===== config.mk =====
export PLATFORM = sky130hd
export DESIGN_NAME = naneye_cfg_tx_flat
export DESIGN_NICKNAME = d
export VERILOG_FILES = /design/src/rtl/naneye_cfg_tx_pkg.sv /design/src/rtl/naneye_cfg_tx_if.sv /design/src/rtl/naneye_cfg_tx_enc.sv /design/src/rtl/naneye_cfg_tx.sv /design/src/flat_wrapper.sv
export SDC_FILE = /design/constraint.sdc
export NUM_CORES = 1
export LEC_CHECK = 0
export CAP_MARGIN = 25
export CORE_MARGIN = 3
export CORE_UTILIZATION = 51
export CTS_CLUSTER_DIAMETER = 120
export CTS_CLUSTER_SIZE = 40
export DETAILED_ROUTE_END_ITERATION = 7
export GPL_ROUTABILITY_DRIVEN = 0
export PLACE_DENSITY = 0.75
export RECOVER_POWER = 100
export SYNTH_ARGS = -nofsm -noshare
export SYNTH_HDL_FRONTEND = slang
export SYNTH_SLANG_ARGS = --single-unit
export TNS_END_PERCENT = 50

===== constraint.sdc =====
create_clock -name clk -period 2.83 [get_ports clk]
set_clock_uncertainty 0.05 [all_clocks]
set_input_delay 0.849 -clock clk [delete_from_list [all_inputs] [get_ports clk]]
set_output_delay 0.849 -clock clk [all_outputs]
set_load 0.05 [all_outputs]

===== src/rtl/naneye_cfg_tx_pkg.sv =====
// naneye_cfg_tx_pkg: FSM encoding and default link timing shared by the config transmitter
package naneye_cfg_tx_pkg;
  typedef enum logic [2:0] {IDLE, LEAD, PRE, DATA, PARITY, GUARD, DONE} state_t;
  localparam int WORD_W_DEF = 16;
  localparam int PRE_BITS_DEF = 2;
  localparam int HALF_CYC_DEF = 30;
  localparam int LEAD_CYC_DEF = 16;
  localparam int GUARD_CYC_DEF = 16;
  function automatic int imax(input int a, input int b);
    return a > b ? a : b;
  endfunction
endpackage


===== src/rtl/naneye_cfg_tx_if.sv =====
// naneye_cfg_tx_if: host write port, RX_DECODER slot handshake and line pad signals
interface naneye_cfg_tx_if
  import naneye_cfg_tx_pkg::*;
#(
  parameter int WORD_W = WORD_W_DEF
);
  logic cfg_wr;
  logic [WORD_W-1:0] cfg_data;
  logic cfg_busy;
  logic config_en;
  logic config_done;
  logic ser_out;
  logic ser_oe;
  logic [7:0] tx_count;
  modport master (output cfg_wr, cfg_data, config_en, input cfg_busy, config_done, ser_out, ser_oe, tx_count);
  modport slave (input cfg_wr, cfg_data, config_en, output cfg_busy, config_done, ser_out, ser_oe, tx_count);
endinterface


===== src/rtl/naneye_cfg_tx_enc.sv =====
// naneye_cfg_tx_enc: Manchester bit encoder owning the half-bit counter
module naneye_cfg_tx_enc #(
  parameter int HALF_CYC = 30
) (
  input  logic clk,
  input  logic rst,
  input  logic start,
  input  logic bit_value,
  output logic level,
  output logic bit_done
);
  localparam int HW = HALF_CYC > 1 ? $clog2(HALF_CYC) : 1;
  localparam logic [HW-1:0] HC_LAST = HW'(HALF_CYC - 1);
  logic [HW-1:0] hc;
  logic active, half;
  assign bit_done = active && half && hc == HC_LAST;
  // start loads a bit (priority gives gapless reload), level flips mid-bit, line drops low when idle
  always_ff @(posedge clk) begin
    if (rst) begin
      active <= 1'b0;
      half <= 1'b0;
      hc <= '0;
      level <= 1'b0;
    end else if (start) begin
      active <= 1'b1;
      half <= 1'b0;
      hc <= '0;
      level <= bit_value;
    end else if (active) begin
      hc <= hc == HC_LAST ? '0 : hc + 1'b1;
      if (hc == HC_LAST) begin
        half <= 1'b1;
        active <= !half;
        level <= half ? 1'b0 : !level;
      end
    end
  end
endmodule


===== src/rtl/naneye_cfg_tx.sv =====
// naneye_cfg_tx: holds one config word and Manchester-sends it when RX_DECODER opens a slot
module naneye_cfg_tx
  import naneye_cfg_tx_pkg::*;
#(
  parameter int WORD_W = WORD_W_DEF,
  parameter int PRE_BITS = PRE_BITS_DEF,
  parameter int HALF_CYC = HALF_CYC_DEF,
  parameter int LEAD_CYC = LEAD_CYC_DEF,
  parameter int GUARD_CYC = GUARD_CYC_DEF
) (
  input logic clk,
  input logic rst,
  naneye_cfg_tx_if.slave bus
);
  localparam int BW = $clog2(PRE_BITS + WORD_W + 2);
  localparam int PW = $clog2(imax(LEAD_CYC, GUARD_CYC) + 1);
  localparam logic [BW-1:0] B_PRE = BW'(PRE_BITS);
  localparam logic [BW-1:0] B_DAT = BW'(PRE_BITS + WORD_W);
  localparam logic [BW-1:0] B_TOT = BW'(PRE_BITS + WORD_W + 1);
  localparam logic [PW-1:0] P_LEAD = PW'(LEAD_CYC - 1);
  localparam logic [PW-1:0] P_GUARD = PW'(GUARD_CYC - 1);
  state_t s, nxt;
  logic [WORD_W-1:0] sh;
  logic [BW-1:0] bc;
  logic [PW-1:0] pc;
  logic [7:0] cnt, cnt_d;
  logic par, pend, wr_ok, start, nb, level, bit_done, oe_q, oe_d, done_q, done_d;
  assign wr_ok = bus.cfg_wr && !pend;
  assign start = (s == LEAD && pc == P_LEAD) || (bit_done && bc != B_TOT);
  assign nb = bc < B_PRE ? 1'b1 : bc < B_DAT ? sh[WORD_W-1] : par;
  naneye_cfg_tx_enc #(.HALF_CYC(HALF_CYC)) enc (
    .clk(clk),
    .rst(rst),
    .start(start),
    .bit_value(nb),
    .level(level),
    .bit_done(bit_done)
  );
  // state register with the registered outputs that track it
  always_ff @(posedge clk) begin
    if (rst) begin
      s <= IDLE;
      oe_q <= 1'b0;
      done_q <= 1'b0;
      cnt <= '0;
    end else begin
      s <= nxt;
      oe_q <= oe_d;
      done_q <= done_d;
      cnt <= cnt_d;
    end
  end
  // next state from slot request, phase counter and position in the frame (bc = bits started)
  always_comb begin
    nxt = s;
    case (s)
      IDLE: nxt = bus.config_en ? ((pend || bus.cfg_wr) ? LEAD : DONE) : IDLE;
      LEAD: nxt = pc == P_LEAD ? PRE : LEAD;
      PRE, DATA, PARITY: nxt = !bit_done ? s : bc < B_PRE ? PRE : bc < B_DAT ? DATA : bc < B_TOT ? PARITY : GUARD;
      GUARD: nxt = pc == P_GUARD ? DONE : GUARD;
      default: nxt = IDLE;
    endcase
  end
  // outputs are decoded from the state being entered so the registers line up with it
  always_comb begin
    oe_d = nxt inside {LEAD, PRE, DATA, PARITY, GUARD};
    done_d = nxt == DONE;
    cnt_d = cnt + 8'(s == GUARD && nxt == DONE);
  end
  // shadow word: load on accepted write, shift MSB first as data bits start, release after the slot
  always_ff @(posedge clk) begin
    if (rst) begin
      pend <= 1'b0;
      sh <= '0;
      par <= 1'b0;
      bc <= '0;
      pc <= '0;
    end else begin
      if (wr_ok) begin
        pend <= 1'b1;
        sh <= bus.cfg_data;
        par <= ^bus.cfg_data;
      end else if (s == DONE) pend <= 1'b0;
      else if (start && bc >= B_PRE && bc < B_DAT) sh <= sh << 1;
      bc <= s == IDLE ? '0 : bc + BW'(start);
      pc <= nxt != s ? '0 : pc + 1'b1;
    end
  end
  assign bus.cfg_busy = pend;
  assign bus.config_done = done_q;
  assign bus.ser_out = level;
  assign bus.ser_oe = oe_q;
  assign bus.tx_count = cnt;
endmodule


===== src/flat_wrapper.sv =====
// flat-port wrapper written by rule: the top's interface ports become plain ports
module naneye_cfg_tx_flat import naneye_cfg_tx_pkg::*;
#(
  parameter int WORD_W = WORD_W_DEF,
  parameter int PRE_BITS = PRE_BITS_DEF,
  parameter int HALF_CYC = HALF_CYC_DEF,
  parameter int LEAD_CYC = LEAD_CYC_DEF,
  parameter int GUARD_CYC = GUARD_CYC_DEF
)
  (clk, rst, bus_cfg_wr, bus_cfg_data, bus_config_en, bus_cfg_busy, bus_config_done, bus_ser_out, bus_ser_oe, bus_tx_count);
  naneye_cfg_tx_if #(.WORD_W(WORD_W)) bus_i ();
  input logic clk;
  input logic rst;
  input wire logic [$bits(bus_i.cfg_wr)-1:0] bus_cfg_wr;
  input wire logic [$bits(bus_i.cfg_data)-1:0] bus_cfg_data;
  input wire logic [$bits(bus_i.config_en)-1:0] bus_config_en;
  output wire logic [$bits(bus_i.cfg_busy)-1:0] bus_cfg_busy;
  output wire logic [$bits(bus_i.config_done)-1:0] bus_config_done;
  output wire logic [$bits(bus_i.ser_out)-1:0] bus_ser_out;
  output wire logic [$bits(bus_i.ser_oe)-1:0] bus_ser_oe;
  output wire logic [$bits(bus_i.tx_count)-1:0] bus_tx_count;
  assign bus_i.cfg_wr = bus_cfg_wr;
  assign bus_i.cfg_data = bus_cfg_data;
  assign bus_i.config_en = bus_config_en;
  assign bus_cfg_busy = bus_i.cfg_busy;
  assign bus_config_done = bus_i.config_done;
  assign bus_ser_out = bus_i.ser_out;
  assign bus_ser_oe = bus_i.ser_oe;
  assign bus_tx_count = bus_i.tx_count;
  naneye_cfg_tx #(.WORD_W(WORD_W), .PRE_BITS(PRE_BITS), .HALF_CYC(HALF_CYC), .LEAD_CYC(LEAD_CYC), .GUARD_CYC(GUARD_CYC)) u_core (.clk(clk), .rst(rst), .bus(bus_i));
endmodule

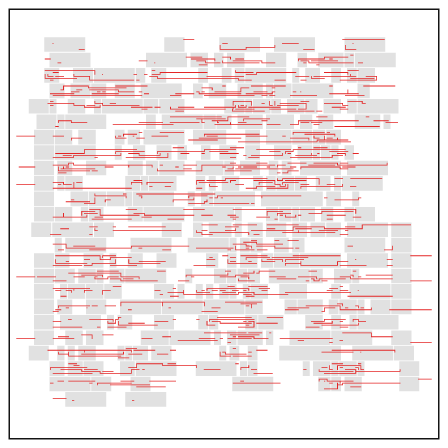
Fig. 1. The metal 1 layer (run 1).
share of all routed wire = 48%
longest straight run = 21.6 microns
nets with wire on the layer = 297

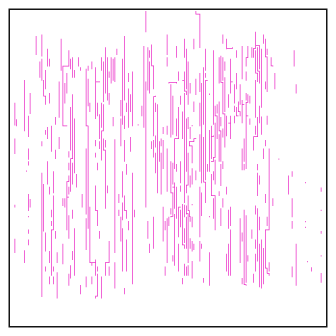
Fig. 2. Signal wires on met2 (run 1).
wire length on this layer = 2100 microns
nets with wire on the layer = 259
share of all routed wire = 47%
main direction = vertical

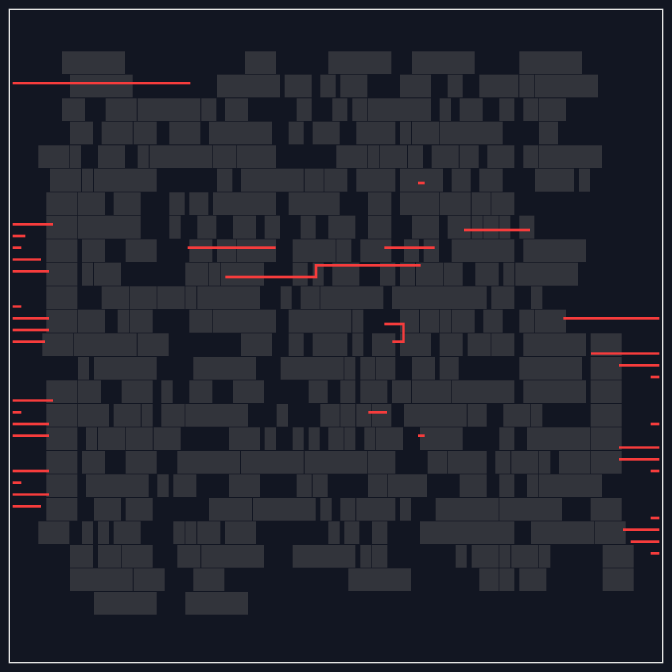
Fig. 3. Signal wires on met3 (run 1).
longest straight run = 20.2 microns
share of all routed wire = 3.7%

==> run_results.csv, run 1 <==
group,metric,value,unit
global_routing,grt_pass1_wl,7780,microns
job,drv_cap,0,
timing,rsz0062_at_grt,"no",
pwr,finalPower,1.54,mW
detailed_routing,drt_iter0_markers,69,
worst_hold_path,worstHoldPathType,"reg -> reg",
yosys,ys_area,2460,sq um
yosys,postSynthAreaPerCell,9.25,sq um
yosys,synthTopCellsByArea,"dfxtp_1, nor2_1, mux2i_1, xnor2_1, a211oi_1",
yosys,ys_sh_xor,9.97,%
pwr,max-vdd-ir-drop,276,uV
place,dpl-instance-area,2830,sq um
die,io_pins,32,
worst_setup_path,worstPathCellList,"ha_1, and3_1, ha_1, and3b_2, and2b_1, or2_2, ha_1, ha_1, nand3_1, xor2_1, nor3_1",
yosys,postSynthCellCount,266,
timing,fin_ws,0.155,ns
pwr,p_switching,0.355,mW
place,pre_cts_ws,-0.167,ns
worst_setup_path,cpMaxStageDelayCell,"dfxtp_1",
worst_setup_path,path_buffers,0,
detailed_routing,wl,4470,microns
clock_tree,htreeDepth,2,
global_routing,met2_usage,29.1,%
worst_setup_path,r2r_end,"u_core.bc[4]$_SDFF_PP0_",
detailed_routing,detail_route.wl_per_cell,12.6,microns
pwr,sw_frac_of_total,23.1,%
worst_setup_path,r2r-start,"u_core.pc[0]$_SDFF_PP0_",
layout,stdcell_count,354,
global_routing,antenna_found_initial,0,
global_routing,grt_pass1_vias,1841,
worst_setup_path,crit_path_max_incr_delay,0.34,ns
die,die_h,75.5,microns
worst_setup_path,reg2regPathDepth,11,
detailed_routing,maxUsedRoutingLayer,"met4",
yosys,synth_nets,294,
clock_tree,cts_buffers,5,
timing,tns,0,ns
clock_tree,cts.sinks,49,
detailed_routing,dr_wl_met3,165,microns
worst_setup_path,ff2ff_setup_slack,0.15,ns
worst_setup_path,cp_max_fo,4,
layout,synthToLayoutAreaGrowth,20.5,%
detailed_routing,firstDrtPassIters,4,
yosys,top_area_share,39.9,%
clock_tree,cts.root.buffer_cell,"clkbuf_8",
yosys,synth.logic.top_family,"simple AND/OR/NAND/NOR gates",
yosys,ys_cells,266,
global_routing,grt_overflow,0,
yosys,adder_share,4.07,%
yosys,synth.cellmix.compoundShare,13.7,%
worst_setup_path,start_kind,"register",
global_routing,grt_use_met1,21.9,%
clock_tree,tritoncts,"done",
clock_tree,cts_hold_buf,0,
detailed_routing,drc,0,
yosys,ys_ff,49,
global_routing,grt_max_degree,30,
timing,maxSlewViolCount,0,
yosys,ys_warn_count,0,
die,core_area,4500,sq um
die,dieWidth,75.5,microns
worst_setup_path,arrival,2.81,ns
place,dpl.cell_count,346,
yosys,synth_area,2460,sq um
global_routing,grt.busiest_layer,"met2",
status,status,"finished, final reports clean",
worst_hold_path,hp-start,"u_core.pc[0]$_SDFF_PP0_",
yosys,postSynthSeqShare,39.9,%
detailed_routing,postRouteAntennaNets,0,
layout,final_util,65.8,%
timing,tightest_slew,0.696,ns
die,initial_utilization,54.6,%
worst_setup_path,critical_path.startpoint,"u_core.pc[0]$_SDFF_PP0_",
yosys,simple_gate_share,21.7,%
timing,setup_viol,0,
die,fp-row-count,24,
place,dp_hpwl,3260,microns
global_routing,grt_use_met3,3.96,%
worst_setup_path,path_class,"reg -> reg",
yosys,top_area_cell,"dfxtp_1",
place,portBuffers,31,
layout,final_area,2960,sq um
die,die_area,5690,sq um
pwr,p_seq_share,48.4,%
layout,diodes,0,
worst_setup_path,crit_path_end_kind,"register",
pwr,p_comb_share,14.1,%
layout,nets,329,
layout,drive_gt1_share,9.27,%
timing,clock.fmax,0.374,GHz
worst_hold_path,hold_depth,1,
detailed_routing,via_per_inst,5.46,
timing,hold-worst-slack,0.423,ns
detailed_routing,vias,1933,
worst_hold_path,min_to,"u_core.pc[0]$_SDFF_PP0_",
yosys,synth.distinct_cells,46,
timing,fin_crit_sh,94.5,%
pwr,powerDensity,520,nW/um^2
clock_tree,cts.path.max_buffers,2,
worst_setup_path,crit_path_frequent_cell,"ha_1",
pwr,intPower,1.18,mW
timing,hold_violations,0,
global_routing,grt_use_total,17.3,%
job,warning_count,27,
worst_setup_path,path_delay_family,"simple AND/OR/NAND/NOR gates",
clock_tree,path_clk_slew,0.09,ns
worst_setup_path,critPathRequiredTime,2.97,ns
clock_tree,clock_latency,0.30,ns
pwr,clkPwrFrac,37.6,%
timing,slew_headroom,52.9,%
clock_tree,postCtsSetupBuffers,0,
detailed_routing,wl_met2,2100,microns
yosys,mux_area_share,6.56,%
layout,fillers,388,
timing,fin_crit,2.68,ns
pwr,p_leak,1.27,nW
==> run 1: placed cells by master, fill, tap and decap left out, types with 2 or more instances in the layout <==
master and count:
a211oi_1 19, a21oi_1 9, a31oi_1 2, and2_1 2, and3_1 6, and3b_1 3, buf_4 6, bufinv_16 2
clkbuf_8 5, clkdlybuf4s50_1 18, dfxtp_1 49, dlygate4sd3_1 13, ha_1 8, inv_1 3, mux2i_1 15, nand2_1 3
nand3_1 11, nor2_1 41, nor2b_1 5, nor3_1 15, nor3b_1 4, o21ai_0 4, o22ai_1 2, o31a_1 2
o31ai_1 2, or2_2 2, xnor2_1 17, xor2_1 11
==> run 1: worst max-delay path by stage <==
stage          slack [ns]  depth (start not counted)                           endpoint
3_3_place_gp        -0.08                         11  u_core.bus.tx_count[6]$_SDFF_PP0_
6_report             0.15                         11            u_core.bc[4]$_SDFF_PP0_
2_1_floorplan        0.31                         13  u_core.bus.tx_count[4]$_SDFF_PP0_
3_5_place_dp        -0.17                         11  u_core.bus.tx_count[4]$_SDFF_PP0_
4_1_cts              0.14                         13  u_core.bus.tx_count[4]$_SDFF_PP0_
5_1_grt              0.05                         13  u_core.bus.tx_count[4]$_SDFF_PP0_
==> run 1: kinds of logic (layout without fill, tap and decap cells) <==
logic type / after synthesis / count (layout)
buf+inv: 15 / 51
flops: 49 / 49
simple gates: 103 / 103
mux: 16 / 16
compound gates: 47 / 47
xor+xnor: 28 / 28
fa+ha+maj: 8 / 8
==> run 1: cell usage after synthesis, drive strengths merged <==
library cell / number
xor2: 11
o211a: 1
mux2: 1
nor4: 1
and4: 1
o21ai: 5
and2b: 1
nand3: 11
nor3b: 4
o31ai: 2
a21oi: 9
buf: 7
and2: 2
ha: 8
o311ai: 1
dfxtp: 49
nor2b: 5
nand2: 3
and3b: 4
a21o: 1
clkbuf: 4
mux2i: 15
dlygate4sd3: 1
nor4b: 1
o22ai: 2
nand4: 1
nand2b: 1
a31oi: 3
nor3: 16
inv: 3
and4bb: 1
or2: 2
a211oi: 20
xnor2: 17
and3: 6
o31a: 3
nor2: 42
or3: 1
==> run 1: state kept, by name (all words and copies together) (netlist names) <==
signal and cells:
u_core.bus.config_done 1, u_core.bc 5, u_core.sh 16, u_core.bus.tx_count 8, u_core.par 1, u_core.enc.hc 5, u_core.enc.half 1, u_core.s 3
u_core.pc 5, u_core.bus.ser_oe 1, u_core.enc.active 1, u_core.enc.level 1, u_core.bus.cfg_busy 1
==> run 1: what timing repair did <==
action | CTS | global route
resized | 0 | 2
setup endpoints to repair | 0 | 3
endpoints found under the hold margin | 0 | 0
==> run 1: layout make-up <==
type                    count  area, sq um  share of cell area [%]
multi-input cells         202         1390                    46.7
well taps                  52         65.1                    2.20
clock inverters             3         65.1                    2.20
repair buffers             40          388                    13.1
flip-flops and latches     49          981                    33.1
inverters                   3         11.3                   0.380
clock buffers               5         68.8                    2.32
==> run 1: power by group through the flow <==
stage | clock, mW | sequential [mW] | combinational, mW
floorplan | 0 | 0.764 | 0.142
global placement | 0 | 0.761 | 0.216
detailed placement | 0 | 0.761 | 0.218
CTS | 0.595 | 0.745 | 0.219
global route | 0.619 | 0.751 | 0.241
finish | 0.579 | 0.745 | 0.217
==> run 1 -> run 2 <==
--- a/config.mk
+++ b/config.mk
@@ -6,7 +6,6 @@
 export NUM_CORES = 1
 export LEC_CHECK = 0
 export CAP_MARGIN = 25
-export CORE_MARGIN = 3
 export CORE_UTILIZATION = 51
 export CTS_CLUSTER_DIAMETER = 120
 export CTS_CLUSTER_SIZE = 40
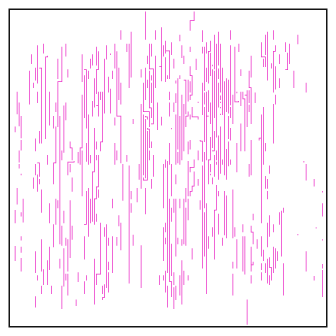
Fig. 4. Signal wires on met2 (run 2).
longest straight run = 28.9 microns
wire length on this layer = 2120 microns

==> run 2 against run 1 <==
  * Hold slack worse by 0.0069 ns
  * Register-to-register slack barely moved
  * First-iteration DRC count rose by 70%
  * Synthesized cell count is the same
  * Sequential share of layout area up 0.11 points
  * Area after synthesis is the same
  * Maximum frequency shrank 0.21%
  * Critical endpoint is now u_core.bus.tx_count[4]$_SDFF_PP0_
==> run_results.csv, run 2 <==
group,metric,value,unit
yosys,postSynthCellCount,266,
yosys,synth.distinct_cells,46,
die,initial_utilization,54.6,%
pwr,finalPower,1.49,mW
timing,rsz0062_at_grt,"no",
pwr,clkPwrFrac,35.0,%
yosys,common_cells,"dfxtp_1, nor2_1, a211oi_1",
layout,synthToLayoutAreaGrowth,20.1,%
clock_tree,cts_hold_buf,0,
global_routing,grt_pass1_wl,7800,microns
yosys,ys_cells,266,
yosys,synthArstFlopShare,0,%
clock_tree,cts.sinks,49,
detailed_routing,wl,4600,microns
global_routing,grt_overflow,0,
die,die_h,71.5,microns
die,die_area,5110,sq um
timing,maxSlewViolCount,0,
die,dieWidth,71.5,microns
clock_tree,cts_buffers,5,
layout,diodes,0,
detailed_routing,detail_route.wl_per_cell,12.9,microns
die,io_pins,32,
yosys,flop_cell,"dfxtp_1",
timing,setup_viol,0,
worst_setup_path,path_class,"reg -> reg",
die,fp-row-count,24,
clock_tree,cts.root.buffer_cell,"clkbuf_8",
worst_hold_path,min_to,"u_core.pc[0]$_SDFF_PP0_",
yosys,postSynthAreaPerCell,9.25,sq um
pwr,powerDensity,504,nW/um^2
place,pre_cts_ws,-0.205,ns
worst_hold_path,worstHoldPathType,"reg -> reg",
detailed_routing,via_per_inst,5.56,
worst_setup_path,arrival,2.83,ns
worst_setup_path,critPathRequiredTime,2.98,ns
global_routing,grt_use_total,19.1,%
clock_tree,cts.path.max_buffers,2,
status,status,"finished, final reports clean",
pwr,sw_frac_of_total,24.6,%
global_routing,grt_pass1_vias,1785,
layout,final_cell_mix,"dfxtp_1, nor2_1, clkdlybuf4s50_1",
pwr,max-vdd-ir-drop,279,uV
yosys,top_area_cell,"dfxtp_1",
yosys,ys_area,2460,sq um
worst_setup_path,r2r_end,"u_core.bus.tx_count[4]$_SDFF_PP0_",
timing,clock.fmax,0.373,GHz
yosys,ys_ff,49,
detailed_routing,postRouteAntennaNets,0,
global_routing,antenna_found_initial,0,
place,portBuffers,31,
worst_hold_path,hp-start,"u_core.pc[0]$_SDFF_PP0_",
timing,fin_ws,0.149,ns
pwr,p_seq_share,50.2,%
detailed_routing,firstDrtPassIters,4,
detailed_routing,vias,1975,
yosys,top_area_share,39.9,%
place,dp_hpwl,3180,microns
worst_setup_path,reg2regPathDepth,13,
job,drv_cap,0,
worst_setup_path,ff2ff_setup_slack,0.15,ns
detailed_routing,drc,0,
layout,largest_reg_flops,16,
pwr,p_leak,1.22,nW
yosys,synthTopCellsByArea,"dfxtp_1, nor2_1, mux2i_1, xnor2_1, a211oi_1",
timing,slew_headroom,31.5,%
layout,nets,330,
yosys,synth-edff-count,0,
timing,hold_violations,0,
yosys,ys_warn_count,0,
yosys,synth_area,2460,sq um
clock_tree,path_clk_slew,0.09,ns
clock_tree,clock_latency,0.30,ns
worst_setup_path,r2r-start,"u_core.pc[0]$_SDFF_PP0_",
timing,hold-worst-slack,0.416,ns
die,core_area,4500,sq um
worst_hold_path,hold_depth,1,
worst_setup_path,start_kind,"register",
worst_setup_path,cp_max_fo,3,
timing,fin_crit_sh,94.7,%
layout,lay_top_count,"dfxtp_1",
job,warning_count,27,
layout,drive_gt1_share,9.57,%
global_routing,grt_max_degree,32,
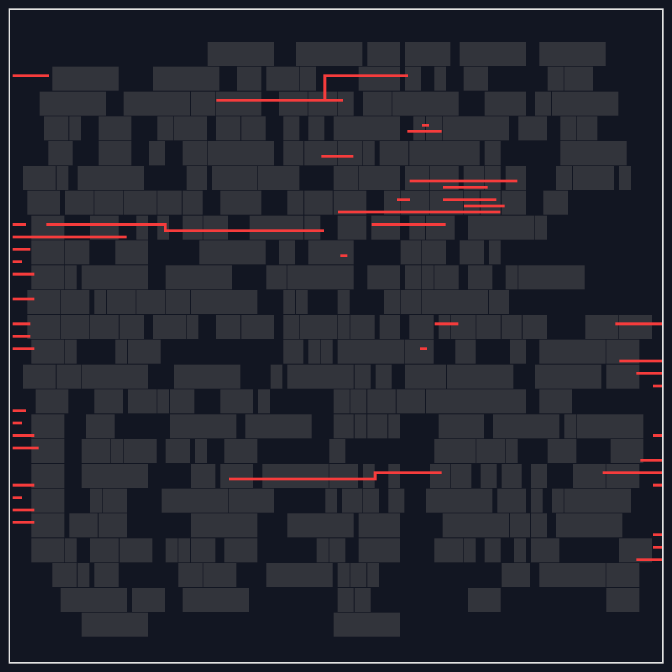
Fig. 5. Signal wires on met3 (run 2).
wire length on this layer = 210 microns
longest straight run = 17.5 microns
share of all routed wire = 4.6%
main direction = horizontal
nets with wire on the layer = 40

-- run 2: cell types whose count changed in the layout (fill, tap and decap cells not counted), sizes merged --
cell           change
clkinvlp           +1
buf                +2
dlygate4sd3       -13
clkinv             -1
clkdlybuf4s50     +13
bufinv             -1
-- run 2: cell type report --
type / instances / area [sq um]
Clock buffer: 6 / 82.6
Clock inverter: 2 / 37.5
Fill cell: 381 / 1550
Inverter: 3 / 11.3
Multi-Input combinational cell: 202 / 1400
Sequential cell: 49 / 981
Tap cell: 52 / 65.1
Timing Repair Buffer: 41 / 382
-- run 2: cells by family (layout without fill, tap and decap cells) --
group / after synthesis / after routing / share of synthesized area (%)
AOI/OAI and AO/OA: 47 / 47 / 13.7
xor gates and xnor gates: 28 / 28 / 9.97
adders and majority gates: 8 / 8 / 4.07
buffers and inverters: 15 / 52 / 4.12
DFF: 49 / 49 / 39.9
muxes: 16 / 16 / 6.56
and+or+nand+nor: 103 / 103 / 21.7
-- run 2: critical path, cell delays in order, from the launching register on --
cell     delay [ns]
dfxtp_1        0.33
ha_1           0.22
and3_1         0.19
ha_1           0.21
and3b_2        0.25
a31oi_4        0.16
o31a_1         0.19
nor2_1         0.06
and3_1         0.18
ha_1           0.20
ha_1           0.23
nand3_1        0.11
xor2_1         0.15
nor2_1         0.05
-- run 2: worst max path at each step --
stage                            startpoint                           endpoint  slack [ns]  cells past startpoint
floorplan           u_core.pc[0]$_SDFF_PP0_  u_core.bus.tx_count[4]$_SDFF_PP0_        0.31                     13
global placement                 bus_cfg_wr  u_core.bus.tx_count[4]$_SDFF_PP0_       -0.07                     11
detailed placement               bus_cfg_wr  u_core.bus.tx_count[4]$_SDFF_PP0_       -0.21                     11
CTS                 u_core.pc[0]$_SDFF_PP0_  u_core.bus.tx_count[4]$_SDFF_PP0_        0.08                     13
global route                     bus_cfg_wr  u_core.bus.tx_count[7]$_SDFF_PP0_       0.003                     11
finish              u_core.pc[0]$_SDFF_PP0_  u_core.bus.tx_count[4]$_SDFF_PP0_        0.15                     13
-- run 2: metrics by stage --
stage / TNS (ns) / instance area (sq um) / utilization [%]
3_5_place_dp: -0.991 / 2810 / 62.4
5_1_grt: 0 / 2950 / 65.6
3_3_place_gp: -0.256 / 2810 / 62.4
2_1_floorplan: 0 / 2460 / -
6_report: 0 / 2950 / 65.6
4_1_cts: 0 / 2930 / 65.1
-- run 2: power groups by stage --
stage                     logic [mW]  registers, mW  clock network, mW
after CTS                      0.216          0.745              0.534
final                          0.221          0.746              0.520
after global placement         0.212          0.761                  0
after detailed placement       0.215          0.761                  0
after floorplan                0.142          0.764                  0
after global routing           0.243          0.751              0.554
-- run 2: what timing repair did --
item,4_1_cts,5_1_grt
resized,0,3
setup endpoints to repair,0,4
buffers inserted,0,1
-- run 2: per-layer routing --
| layer | vias up | GRT usage [%] | routed length [microns] | part of all wire, % |
|---|---|---|---|---|
| met1 | 896 | 23.8 | 2180 | 47 |
| met4 | 0 | 7.19 | 89 | 1.9 |
| met5 | - | 0 | 0 | 0 |
| met3 | 9 | 4.36 | 209 | 4.5 |
| met2 | 57 | 32.3 | 2120 | 46 |
| li1 | 1013 | - | - | - |
No activity file was given, so power comes from the tool's default toggle rates.
